--- config.mk ---
export PLATFORM = sky130hd
export DESIGN_NAME = alsu_cmd_master
export DESIGN_NICKNAME = d
export VERILOG_FILES = /design/src/rtl/alsu_pkg.sv /design/src/rtl/alsu_rsp_fifo.sv /design/src/rtl/alsu_cmd_master.sv
export SDC_FILE = /design/constraint.sdc
export NUM_CORES = 1
export LEC_CHECK = 0
export ABC_CLOCK_PERIOD_IN_PS = 5600
export CORE_MARGIN = 2
export CORE_UTILIZATION = 54
export CTS_BUF_LIST = sky130_fd_sc_hd__clkbuf_8 sky130_fd_sc_hd__clkbuf_16
export CTS_CLUSTER_DIAMETER = 150
export DETAILED_ROUTE_END_ITERATION = 6
export PLACE_DENSITY_LB_ADDON = 0.3
export SLEW_MARGIN = 15
export SYNTH_ARGS = -nofsm -noshare
export SYNTH_HDL_FRONTEND = slang
export SYNTH_SLANG_ARGS = --single-unit
--- constraint.sdc ---
create_clock -name clk -period 5.6 [get_ports clk]
set_input_delay 0.84 -clock clk [delete_from_list [all_inputs] [get_ports clk]]
set_output_delay 0.84 -clock clk [all_outputs]
set_load 0.05 [all_outputs]
--- src/rtl/alsu_pkg.sv ---
// Shared ALSU command/response layout, opcode constants and LED error encoding
// for the ALSU command master slice.
package alsu_pkg;

  localparam int unsigned CMD_W     = 16;
  localparam int unsigned RSP_W     = 10;
  localparam int unsigned F_A_LSB   = 0;
  localparam int unsigned F_B_LSB   = 3;
  localparam int unsigned F_OP_LSB  = 6;
  localparam int unsigned F_OPND_W  = 3;
  localparam int unsigned F_OP_W    = 3;
  localparam int unsigned F_CIN     = 9;
  localparam int unsigned F_SER     = 10;
  localparam int unsigned F_DIR     = 11;
  localparam int unsigned F_RED_A   = 12;
  localparam int unsigned F_RED_B   = 13;
  localparam int unsigned F_BYP_A   = 14;
  localparam int unsigned F_BYP_B   = 15;

  typedef enum logic [2:0] {
    OP_AND   = 3'b000,
    OP_XOR   = 3'b001,
    OP_ADD   = 3'b010,
    OP_MUL   = 3'b011,
    OP_SHIFT = 3'b100,
    OP_ROT   = 3'b101
  } alsu_op_e;

  localparam logic [15:0] LEDS_ERR = 16'hFFFF;
  localparam logic [15:0] IDLE_CMD = 16'h0000;

  // Opcode is kept as raw bits: 110/111 are legal to send (ALSU flags them).
  typedef struct packed {
    logic       bypass_b;
    logic       bypass_a;
    logic       red_op_b;
    logic       red_op_a;
    logic       direction;
    logic       serial_in;
    logic       cin;
    logic [2:0] opcode;
    logic [2:0] b;
    logic [2:0] a;
  } alsu_cmd_t;

  typedef struct packed {
    logic [5:0] data;
    logic       err;
    logic [2:0] opcode;
  } alsu_rsp_t;

  function automatic logic leds_is_err(input logic [15:0] leds);
    return leds == LEDS_ERR;
  endfunction

endpackage

--- src/rtl/alsu_rsp_fifo.sv ---
// Synchronous first-word-fall-through FIFO for ALSU responses; extra pointer
// bit separates full from empty.
module alsu_rsp_fifo #(
  parameter int unsigned DEPTH = 4,
  parameter int unsigned WIDTH = 10
) (
  input  logic                       clk,
  input  logic                       rst,
  input  logic                       i_push,
  input  logic [WIDTH-1:0]           i_data,
  input  logic                       i_pop,
  output logic [WIDTH-1:0]           o_data,
  output logic                       o_empty,
  output logic [$clog2(DEPTH):0]     o_count
);

  localparam int unsigned AW = $clog2(DEPTH);

  logic [WIDTH-1:0] r_mem [DEPTH];
  logic [AW:0]      r_wr;
  logic [AW:0]      r_rd;
  logic             w_full;
  logic             w_do_push;
  logic             w_do_pop;

  assign o_empty   = (r_wr == r_rd);
  assign w_full    = (r_wr[AW] != r_rd[AW]) && (r_wr[AW-1:0] == r_rd[AW-1:0]);
  assign o_count   = r_wr - r_rd;
  assign o_data    = r_mem[r_rd[AW-1:0]];
  assign w_do_push = i_push && !w_full;
  assign w_do_pop  = i_pop && !o_empty;

  always_ff @(posedge clk or posedge rst) begin
    if (rst) begin
      r_wr <= '0;
      r_rd <= '0;
      for (int unsigned i = 0; i < DEPTH; i++) r_mem[i] <= '0;
    end else begin
      if (w_do_push) begin
        r_mem[r_wr[AW-1:0]] <= i_data;
        r_wr                <= r_wr + 1'b1;
      end
      if (w_do_pop) r_rd <= r_rd + 1'b1;
    end
  end

endmodule

--- src/rtl/alsu_cmd_master.sv ---
// ALSU command master: issues packed commands to an ALSU, tracks its latency and
// buffers responses in order. ALSU_MASTER_STATS_EN adds command/error counters.
module alsu_cmd_master
  import alsu_pkg::*;
#(
  parameter int unsigned ALSU_LATENCY = 2,
  parameter int unsigned RSP_DEPTH    = 4
) (
  input  logic        clk,
  input  logic        rst,
  input  logic        cmd_valid,
  output logic        cmd_ready,
  input  logic [15:0] cmd_data,
  output logic [2:0]  alsu_A,
  output logic [2:0]  alsu_B,
  output logic [2:0]  alsu_opcode,
  output logic        alsu_cin,
  output logic        alsu_serial_in,
  output logic        alsu_direction,
  output logic        alsu_red_op_A,
  output logic        alsu_red_op_B,
  output logic        alsu_bypass_A,
  output logic        alsu_bypass_B,
  input  logic [5:0]  alsu_out,
  input  logic [15:0] alsu_leds,
  output logic        rsp_valid,
  input  logic        rsp_ready,
  output logic [5:0]  rsp_data,
  output logic        rsp_err,
  output logic [2:0]  rsp_opcode
`ifdef ALSU_MASTER_STATS_EN
  ,
  output logic [15:0] stat_cmd_cnt,
  output logic [15:0] stat_err_cnt
`endif
);

  localparam int unsigned IW = $clog2(ALSU_LATENCY + 2);
  localparam int unsigned CW = $clog2(RSP_DEPTH) + 1;

  alsu_cmd_t             w_cmd;
  alsu_cmd_t             r_drive;
  logic                  w_accept;
  logic [ALSU_LATENCY:0] r_pipe_vld;
  logic [2:0]            r_pipe_op [ALSU_LATENCY+1];
  logic [IW-1:0]         r_inflight;
  logic                  w_push;
  alsu_rsp_t             w_push_data;
  alsu_rsp_t             w_head;
  logic                  w_empty;
  logic [CW-1:0]         w_count;
  logic [31:0]           w_occ;

  assign w_cmd    = alsu_cmd_t'(cmd_data);
  assign w_accept = cmd_valid && cmd_ready;

  // Occupancy counts both buffered and in-flight results, so a slot is
  // reserved at issue time and the FIFO cannot overflow.
  assign w_occ     = 32'(w_count) + 32'(r_inflight);
  assign cmd_ready = (w_occ < RSP_DEPTH);

  always_ff @(posedge clk or posedge rst) begin
    if (rst) r_drive <= alsu_cmd_t'(IDLE_CMD);
    else     r_drive <= w_accept ? w_cmd : alsu_cmd_t'(IDLE_CMD);
  end

  assign alsu_A         = r_drive.a;
  assign alsu_B         = r_drive.b;
  assign alsu_opcode    = r_drive.opcode;
  assign alsu_cin       = r_drive.cin;
  assign alsu_serial_in = r_drive.serial_in;
  assign alsu_direction = r_drive.direction;
  assign alsu_red_op_A  = r_drive.red_op_a;
  assign alsu_red_op_B  = r_drive.red_op_b;
  assign alsu_bypass_A  = r_drive.bypass_a;
  assign alsu_bypass_B  = r_drive.bypass_b;

  always_ff @(posedge clk or posedge rst) begin
    if (rst) begin
      r_pipe_vld <= '0;
      for (int unsigned i = 0; i <= ALSU_LATENCY; i++) r_pipe_op[i] <= '0;
    end else begin
      r_pipe_vld   <= {r_pipe_vld[ALSU_LATENCY-1:0], w_accept};
      r_pipe_op[0] <= w_accept ? w_cmd.opcode : '0;
      for (int unsigned i = 1; i <= ALSU_LATENCY; i++) r_pipe_op[i] <= r_pipe_op[i-1];
    end
  end

  assign w_push             = r_pipe_vld[ALSU_LATENCY];
  assign w_push_data.data   = alsu_out;
  assign w_push_data.err    = leds_is_err(alsu_leds);
  assign w_push_data.opcode = r_pipe_op[ALSU_LATENCY];

  always_ff @(posedge clk or posedge rst) begin
    if (rst) begin
      r_inflight <= '0;
    end else begin
      case ({w_accept, w_push})
        2'b10:   r_inflight <= r_inflight + IW'(1);
        2'b01:   r_inflight <= r_inflight - IW'(1);
        default: r_inflight <= r_inflight;
      endcase
    end
  end

  alsu_rsp_fifo #(
    .DEPTH (RSP_DEPTH),
    .WIDTH (RSP_W)
  ) u_rsp_fifo (
    .clk     (clk),
    .rst     (rst),
    .i_push  (w_push),
    .i_data  (w_push_data),
    .i_pop   (rsp_valid && rsp_ready),
    .o_data  (w_head),
    .o_empty (w_empty),
    .o_count (w_count)
  );

  assign rsp_valid  = !w_empty;
  assign rsp_data   = w_head.data;
  assign rsp_err    = w_head.err;
  assign rsp_opcode = w_head.opcode;

`ifdef ALSU_MASTER_STATS_EN
  logic [15:0] r_stat_cmd;
  logic [15:0] r_stat_err;

  always_ff @(posedge clk or posedge rst) begin
    if (rst) begin
      r_stat_cmd <= '0;
      r_stat_err <= '0;
    end else begin
      if (w_accept && (r_stat_cmd != '1)) r_stat_cmd <= r_stat_cmd + 16'd1;
      if (w_push && w_push_data.err && (r_stat_err != '1)) r_stat_err <= r_stat_err + 16'd1;
    end
  end

  assign stat_cmd_cnt = r_stat_cmd;
  assign stat_err_cnt = r_stat_err;
`endif

endmodule

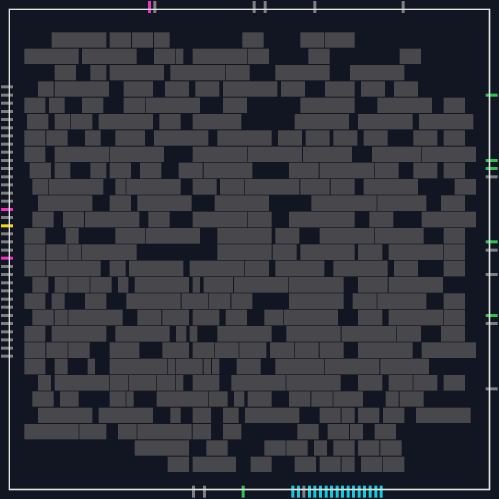
**Above:** run 1 (ports around the boundary).
Drawn at 6 px/um. Pins as bars across the die edge, other pins in gray.
Key: cyan = `alsu_leds` [pins 16, direction input, edge south]; green = `rsp_data` [pins 6, direction output, edge 5 east, 1 south]; yellow = `alsu_cin` [pins 1, direction output, edge west]; magenta = `alsu_opcode` [pins 3, direction output, edge 2 west, 1 north]
All pins by edge: 34 west, 20 south, 10 east, 6 north.

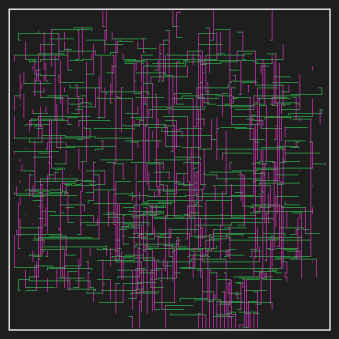
**Above:** run 1 (signal wires by layer).
Drawn at 4 px/um. Two of the layers only.
Key: green = M1 [wire length 2490 um]; magenta = M2 [wire length 2750 um]

==> results.cfg, run 1 <==
; synthesis and place-and-route metrics
[run_status]
run_status = complete, no violations

[final_timing]
maxSlewViolCount = 0
slew_headroom = 0.565
final_min_period_over_clock_period = 0.814
number_of_endpoints_failing_setup_at_the_final_stage = 0
grt_setup_unrepaired = false
finalHoldViolations = 0
finalClockSkew_ns = 0.00553
worst_slew_pin_slew_ns = 0.652
fmax_mhz = 219
finalWorstPathRequiredPeriod_ns = 4.56
tns_ns = 0

[grt]
grt.met3_usage = 0.0645
global_route.usage.total = 0.197
most_crowded_layer_after_global_routing = met2
grt_start_max_net_pins = 52
first_global_vias = 1940
grt_overflow = 0
grt_antenna_before_repair = 0
met1_usage_in_global_routing = 0.256
global_route.usage.met2 = 0.311

[setup_path]
crit_path_buffers_inverters = 2
critPathLaunchType = flop
timing_worst_setup_path_type = flop to output port
max_stage_delay_ns = 0.93
timing.critical_path.arrival_ns = 3.72
path_cells = ha_1, inv_1, fa_1, ha_1, a311oi_4, clkdlybuf4s50_1
crit_start = u_rsp_fifo.r_rd[0]
cp.depth = 6
worst_ep_required_time_ns = 4.76
critical_path.endpoint_type = output port
crit-reg2reg-capture = r_inflight[1]
crit_end = cmd_ready
ff2ff_setup_slack_ns = 2.31
timing.rr.start = u_rsp_fifo.r_rd[0]
crit_fanout = 19
reg2regPathDepth = 9
critPathMostFrequentCell = sky130_fd_sc_hd__ha_1

[drt]
detail-route-antenna-nets = 0
drt-initial-drc-count = 50
route.final.wire_length_mm = 5.62
route.detailed.drc = 0
post_drt_wl_per_cell_um = 16.4
drt_first_pass_iters = 3
drt-vias-per-instance = 5.30

[finish]
buffers = 70
comb-cell-share = 0.292
layout.area.seq_sq_mm = 0.00183
sequential_cell_total = 73
areaGrowthSynthToFinish_pct = 30.5
registers.top_by_ff_count = u_rsp_fifo.r_mem
clk_buffers = 11
num-nonclk-inverters = 6
cell_class_ranked_first_by_area = sequential cells
drive_above_1_share = 0.303
nets = 318
num_antenna_cells = 0
num-multi-input-gates = 106
biggestRegsByFlops = u_rsp_fifo.r_mem (40), r_pipe_op (8)
sh_seq_area = 0.451
logic_area_sq_mm = 0.00118
flip_flop_count_of_the_largest_register_all_copies_and_words_added = 40
finalCoreUtilization = 0.731
nFillCells = 375

[floorplanning]
chipHeight_um = 79.8
die-width_um = 79.8
n_tap_cell = 72
core-area_sq_mm = 0.00554
core_util_floorplan = 0.560
placementRows = 27
num_io_pins = 70

[yosys]
post_synth_mux_area_share = 0.225
synth-edff-count = 0
netlist-cell-type-count = 27
syn_avg_cell_area_sq_um = 15.8
yosysWarningCount = 0
synth_cells = 197
netlist.area_leader.share = 0.589
synth.yosys.seq_area_share = 0.589
ys_ff = 73
yosys.area_share.simple = 0.0536
post_synthesis_compound_gate_area_fraction = 0.0270
top_cell = sky130_fd_sc_hd__dfrtp_1
flop_cell = sky130_fd_sc_hd__dfrtp_1
ys_top_cells_by_area = sky130_fd_sc_hd__dfrtp_1 (59%), sky130_fd_sc_hd__mux2_2 (15%), sky130_fd_sc_hd__mux4_2 (7.3%), sky130_fd_sc_hd__ha_1 (3.6%), sky130_fd_sc_hd__and3_2 (2.2%)
synth_xor_xnor_area_share = 0.0331
mappedNetlistNets = 249
async_flop_share = 1.00
post_synth_instance_area_sq_mm = 0.00310
common_cells = sky130_fd_sc_hd__dfrtp_1 (73), sky130_fd_sc_hd__mux2_2 (42), sky130_fd_sc_hd__mux4_2 (10)
yosysChipArea_sq_mm = 0.00310
post_synthesis_share_of_cell_area_spent_on_full_adders_half_adders_and_majority_gates = 0.0427

[hold_path]
holdPathStages = 0
hp-class = flop to flop
min_from = r_pipe_vld[1]

[clock_tree]
cts-buffers-inserted = 9
cts_sink_cnt = 73
cts.repair_timing.setup_buffer_count = 0
clkLatencyLatePin_ns = 0.33
hold_buffers = 0
cts_tree = built
cts_buffer_depth = 2
cts-resized-gates = 0
worst_setup_hold_path_clk_slew_ns = 0.07
clk_root_buffer_cell = sky130_fd_sc_hd__clkbuf_8

[power]
power_density_mw_per_mm2 = 696
power.share.switching = 0.415
internal-power_mw = 1.65
group_with_the_largest_share_of_power = combinational cells
power.leakage_nw = 1.87
p_clk_frac = 0.164
combinationalPowerShare = 0.507
switchingPower_mw = 1.17
power.sequential.fraction = 0.329
peakVddDrop_mv = 0.560
comb-power_mw = 1.43

[placement]
numPortBuffers = 69
finalWeightedCongestion = 0.755

[run]
timing.max_cap.violations = 0
stage_log_warnings = 30
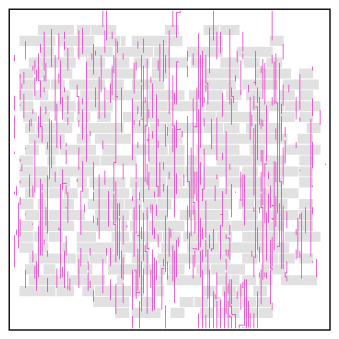
**Above:** run 1 (signal wires on met2).
Drawn at 4 px/um. Cells faint in the background.
282 nets have wire on it. The wires run mostly vertical. The layer carries 2750 um of wire. The longest straight run is 35.0 um. The layer holds 49% of the routed length.

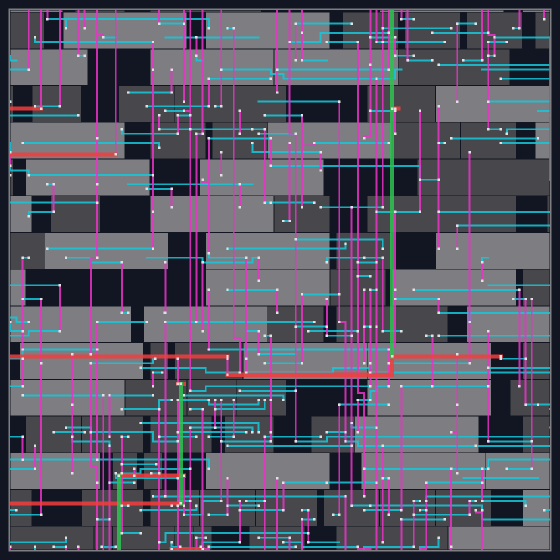
**Above:** run 1 (a small window of the routed layout).
Window x 20 to 60, y 20 to 60 um. Cells in gray, sequential cells in the stronger gray; small squares are vias.
Key: green = M4; red = M3; magenta = M2; cyan = M1
Netlist names of flops here include `u_rsp_fifo.r_mem` (18), `r_pipe_op` (4), `r_pipe_vld` (3). Sequential cells in the window: 30. 79 logic cells have their middle in the window. Most frequent: dfrtp_1 (30), mux2_2 (18), ha_1 (6).

==> run 1: per-stage QoR <==
| step | setup WS, ns | hold slack [ns] | cell area (sq um) | std cells |
|---|---|---|---|---|
| after CTS | 0.992 | 0.355 | 4050 | 343 |
| after floorplan | 2.41 | 0.331 | 3100 | 197 |
| after detailed placement | 1.39 | 0.339 | 3820 | 327 |
| after global routing | 0.792 | 0.357 | 4050 | 343 |
| final | 1.04 | 0.350 | 4050 | 343 |
| after global placement | 1.43 | 0.332 | 3820 | 327 |
==> run 1: placed cells by master, fill, tap and decap left out, types with 2 or more instances in the layout <==
cell,synthesis,routed
sky130_fd_sc_hd__and3_2,9,9
sky130_fd_sc_hd__nand2_1,2,2
sky130_fd_sc_hd__dfrtp_1,73,73
sky130_fd_sc_hd__bufinv_16,0,2
sky130_fd_sc_hd__clkinv_2,0,2
sky130_fd_sc_hd__clkdlybuf4s50_1,0,69
sky130_fd_sc_hd__inv_1,6,5
sky130_fd_sc_hd__xnor2_1,6,6
sky130_fd_sc_hd__xor2_1,3,3
sky130_fd_sc_hd__ha_1,9,9
sky130_fd_sc_hd__nand4_1,4,4
sky130_fd_sc_hd__mux2_2,42,42
sky130_fd_sc_hd__mux4_2,10,10
sky130_fd_sc_hd__and3_1,7,7
sky130_fd_sc_hd__clkbuf_8,0,11
sky130_fd_sc_hd__o211a_1,4,4
sky130_fd_sc_hd__o21ai_0,2,2
==> run 1: kinds of logic (layout without fill, tap and decap cells) <==
group	after synthesis	in the layout
xor gates and xnor gates	10	10
AOI/OAI and AO/OA	8	8
buffers and inverters	18	92
and+or+nand+nor	26	26
adders and majority gates	10	10
muxes	52	52
DFF	73	73
==> run 1: metal layers <==
metal / share of wire / wire length, um
met5: 0 / 0
met4: 0.010 / 56
met3: 0.058 / 324
met2: 0.49 / 2750
met1: 0.44 / 2490
--- run 2 (diff from run 1) ---
ABC_CLOCK_PERIOD_IN_PS = 3950   (was 5600)
CORE_UTILIZATION = 45   (was 54)
clock period = 3.95 ns   (was 5.6 ns; I/O delays follow)
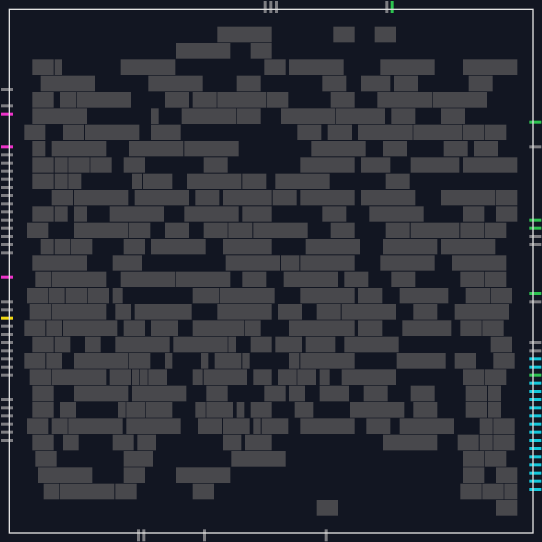
**Above:** run 2 (ports around the boundary).
Drawn at 6 px/um. Pins as bars across the die edge, other pins in gray.
Key: magenta = `alsu_opcode` [pins 3, direction output, edge west]; cyan = `alsu_leds` [pins 16, direction input, edge east]; green = `rsp_data` [pins 6, direction output, edge 5 east, 1 north]; yellow = `alsu_cin` [pins 1, direction output, edge west]

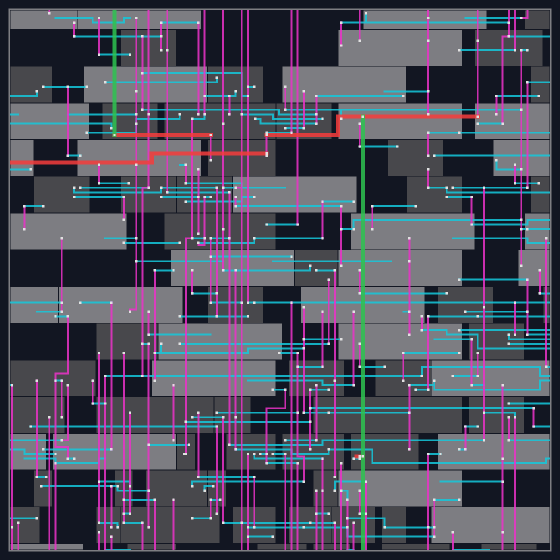
**Above:** run 2 (a small window of the routed layout).
Window x 24 to 64, y 24 to 64 um. Cells in gray, sequential cells in the stronger gray; small squares are vias.
Key: magenta = M2; red = M3; green = M4; cyan = M1
Sequential cells in the window: 25. Most frequent: dfrtp_1 (25), mux2_2 (15). Netlist names of flops here include `u_rsp_fifo.r_mem` (18), `u_rsp_fifo.r_rd` (3), `r_pipe_op` (2). 68 logic cells have their middle in the window.

==> run 2 against run 1 <==
  * Routed wire length is 2.3% lower
  * Combinational power is 45% higher
  * Sequential power is 38% higher
  * Clock skew is 0.0035 ns higher
  * Largest cell class unchanged
  * Flip-flop count stayed put
  * Final cell count is 2.6% higher
  * Utilization is 13 points lower
  * Global-route usage is 3.7 points lower
  * Clock-buffer cell count is 2 lower
  * Die size is 19% higher
  * Highest routed layer unchanged
  * Total power is 38% higher
==> results.cfg, run 2 <==
; synthesis and place-and-route metrics
[run_status]
run_status = complete, no violations

[clock_tree]
clkLatencyLatePin_ns = 0.34
cts.repair_timing.setup_buffer_count = 0
cts_buffer_depth = 2
cts_tree = built
cts-buffers-inserted = 9
cts-resized-gates = 0
hold_buffers = 0
ctsHtreeMaxLevel = 3
cts_sink_cnt = 73
worst_setup_hold_path_clk_slew_ns = 0.07
clk_root_buffer_cell = sky130_fd_sc_hd__clkbuf_8

[yosys]
yosys-stat-cells = 197
mappedNetlistNets = 249
top_cell = sky130_fd_sc_hd__dfrtp_1
post_synth_instance_area_sq_mm = 0.00310
common_cells = sky130_fd_sc_hd__dfrtp_1 (73), sky130_fd_sc_hd__mux2_2 (42), sky130_fd_sc_hd__mux4_2 (10)
synth.yosys.seq_area_share = 0.589
synth_cells = 197
synth-edff-count = 0
async_flop_share = 1.00
yosysChipArea_sq_mm = 0.00310
yosys.area_share.simple = 0.0536
yosysTopAreaCell = sky130_fd_sc_hd__dfrtp_1
netlist.area_leader.share = 0.589
flop_cell = sky130_fd_sc_hd__dfrtp_1
netlist-cell-type-count = 27
ys_top_cells_by_area = sky130_fd_sc_hd__dfrtp_1 (59%), sky130_fd_sc_hd__mux2_2 (15%), sky130_fd_sc_hd__mux4_2 (7.3%), sky130_fd_sc_hd__ha_1 (3.6%), sky130_fd_sc_hd__and3_2 (2.2%)
ys_ff = 73
post_synth_mux_area_share = 0.225
logic_family = multiplexers
yosysWarningCount = 0
post_synthesis_compound_gate_area_fraction = 0.0270
synth_xor_xnor_area_share = 0.0331
syn_avg_cell_area_sq_um = 15.8
post_synthesis_share_of_cell_area_spent_on_full_adders_half_adders_and_majority_gates = 0.0427

[final_timing]
fmax_mhz = 288
slew_headroom = 0.406
number_of_endpoints_failing_setup_at_the_final_stage = 0
finalClockSkew_ns = 0.00906
maxSlewViolCount = 0
finalWorstPathRequiredPeriod_ns = 3.48
tns_ns = 0
final_min_period_over_clock_period = 0.880
worst_slew_pin_slew_ns = 0.891
finalHoldViolations = 0
setup_slack_ns = 0.475
grt_setup_unrepaired = false

[finish]
final_common_cell = sky130_fd_sc_hd__dfrtp_1
num_antenna_cells = 0
layout_top_cells_excl_fill_tap = sky130_fd_sc_hd__dfrtp_1 (73), sky130_fd_sc_hd__clkdlybuf4s50_1 (68), sky130_fd_sc_hd__mux2_2 (42), sky130_fd_sc_hd__mux4_2 (10)
design_area_sq_mm = 0.00402
registers.top_by_ff_count = u_rsp_fifo.r_mem
fin_cells = 352
areaGrowthSynthToFinish_pct = 29.6
drive_above_1_share = 0.301
flip_flop_count_of_the_largest_register_all_copies_and_words_added = 40
nFillCells = 533
biggestRegsByFlops = u_rsp_fifo.r_mem (40), r_pipe_op (8)
nets = 320

[grt]
first_global_vias = 1875
grt_antenna_before_repair = 0
grt_pass1_wl_mm = 9.00
global_route.usage.total = 0.160
grt_overflow = 0
grt_start_max_net_pins = 74

[setup_path]
worst_ep_required_time_ns = 3.36
critPathLaunchType = flop
timing_worst_setup_path_type = flop to output port
critPathMostFrequentCell = sky130_fd_sc_hd__buf_4
critical_path.endpoint_type = output port
crit_path_buffers_inverters = 3
timing.critical_path.arrival_ns = 2.88
max_stage_delay_ns = 0.76
slowest_stage = sky130_fd_sc_hd__dfrtp_1
cp_top_family = adder cells
crit_fanout = 19
path_cells = inv_1, fa_1, ha_1, a311oi_4, buf_4, buf_4

[power]
combinationalPowerShare = 0.532
power.leakage_nw = 1.87
power.sequential.fraction = 0.330
power_density_mw_per_mm2 = 968
switchingPower_mw = 1.64
internal-power_mw = 2.25
p_clk_frac = 0.138
power.share.switching = 0.421
group_with_the_largest_share_of_power = combinational cells
comb-power_mw = 2.07
sequentialPower_mw = 1.28
pwr.group.clock_mw = 0.538
peakVddDrop_mv = 0.791

[floorplanning]
core-area_sq_mm = 0.00672
die_area_sq_mm = 0.00758
chipHeight_um = 87.0
core_util_floorplan = 0.462
die-width_um = 87.0
placementRows = 30
num_io_pins = 70

[run]
stage_log_warnings = 30
timing.max_cap.violations = 0

[drt]
via_count = 1825
post_drt_wl_per_cell_um = 15.6
route.final.wire_length_mm = 5.49
route.detailed.drc = 0
drt-initial-drc-count = 53
detail-route-antenna-nets = 0
drt_first_pass_iters = 3
drt-vias-per-instance = 5.18

[placement]
place.detailed.instances = 337
finalWeightedCongestion = 0.697
numPortBuffers = 69
dp_worst_setup_slack_ns = 0.826
place_hpwl_mm = 3.72
area_post_placement_sq_mm = 0.00384

[hold_path]
hp-class = flop to flop
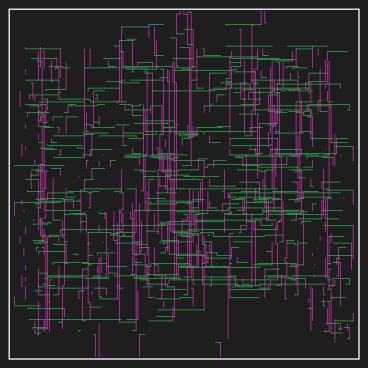
**Above:** run 2 (signal wires by layer).
Drawn at 4 px/um. Two of the layers only.
Key: magenta = M2 [wire length 2500 um]; green = M1 [wire length 2370 um]

==> run 2: netlist changes by cell type in the layout (fill, tap and decap cells not counted), sizes merged <==
cell / change
clkbuf: -2
bufinv: -1
clkinv: +1
clkinvlp: -1
clkdlybuf4s50: -1
inv: +2
buf: +3
==> run 2: path summary, 6_finish.rpt <==
| path | startpoint | endpoint | cells past startpoint | slack, ns |
|---|---|---|---|---|
| max in group asynchronous | rst | r_pipe_op[5] | 3 | 2.53 |
| setup / recovery | u_rsp_fifo.r_rd[1] | cmd_ready | 6 | 0.47 |
| setup reg to reg | u_rsp_fifo.r_rd[1] | r_inflight[1] | 9 | 0.86 |
| hold reg to reg | r_pipe_op[4] | r_pipe_op[1] | 0 | 0.35 |
| hold / removal | r_pipe_op[4] | r_pipe_op[1] | 0 | 0.35 |
| min in group asynchronous | rst | r_pipe_op[7] | 3 | 0.85 |
==> run 2: layer usage <==
layer | track usage | share of wire
met1 | 0.196 | 0.43
met2 | 0.244 | 0.46
met3 | 0.0654 | 0.095
met4 | 0.0795 | 0.018
met5 | 0 | 0
==> run 2: cell type report <==
type,count,area [sq um],share of cell area
multi-input combinational,106,1180,0.294
clock inverter,6,52.6,0.0131
timing repair buffer,72,711,0.177
inverter,6,22.5,0.00560
tap,80,100,0.0249
sequential,73,1830,0.454
clock buffer,9,124,0.0308
==> run 2: metrics by stage <==
stage	total power, mW	util	hold slack (ns)
2_1_floorplan	2.84	-	0.331
3_3_place_gp	3.33	0.572	0.332
3_5_place_dp	3.38	0.572	0.336
4_1_cts	3.93	0.598	0.352
5_1_grt	4.13	0.598	0.365
6_report	3.89	0.598	0.351
Power is estimated from default activity; no workload was simulated.
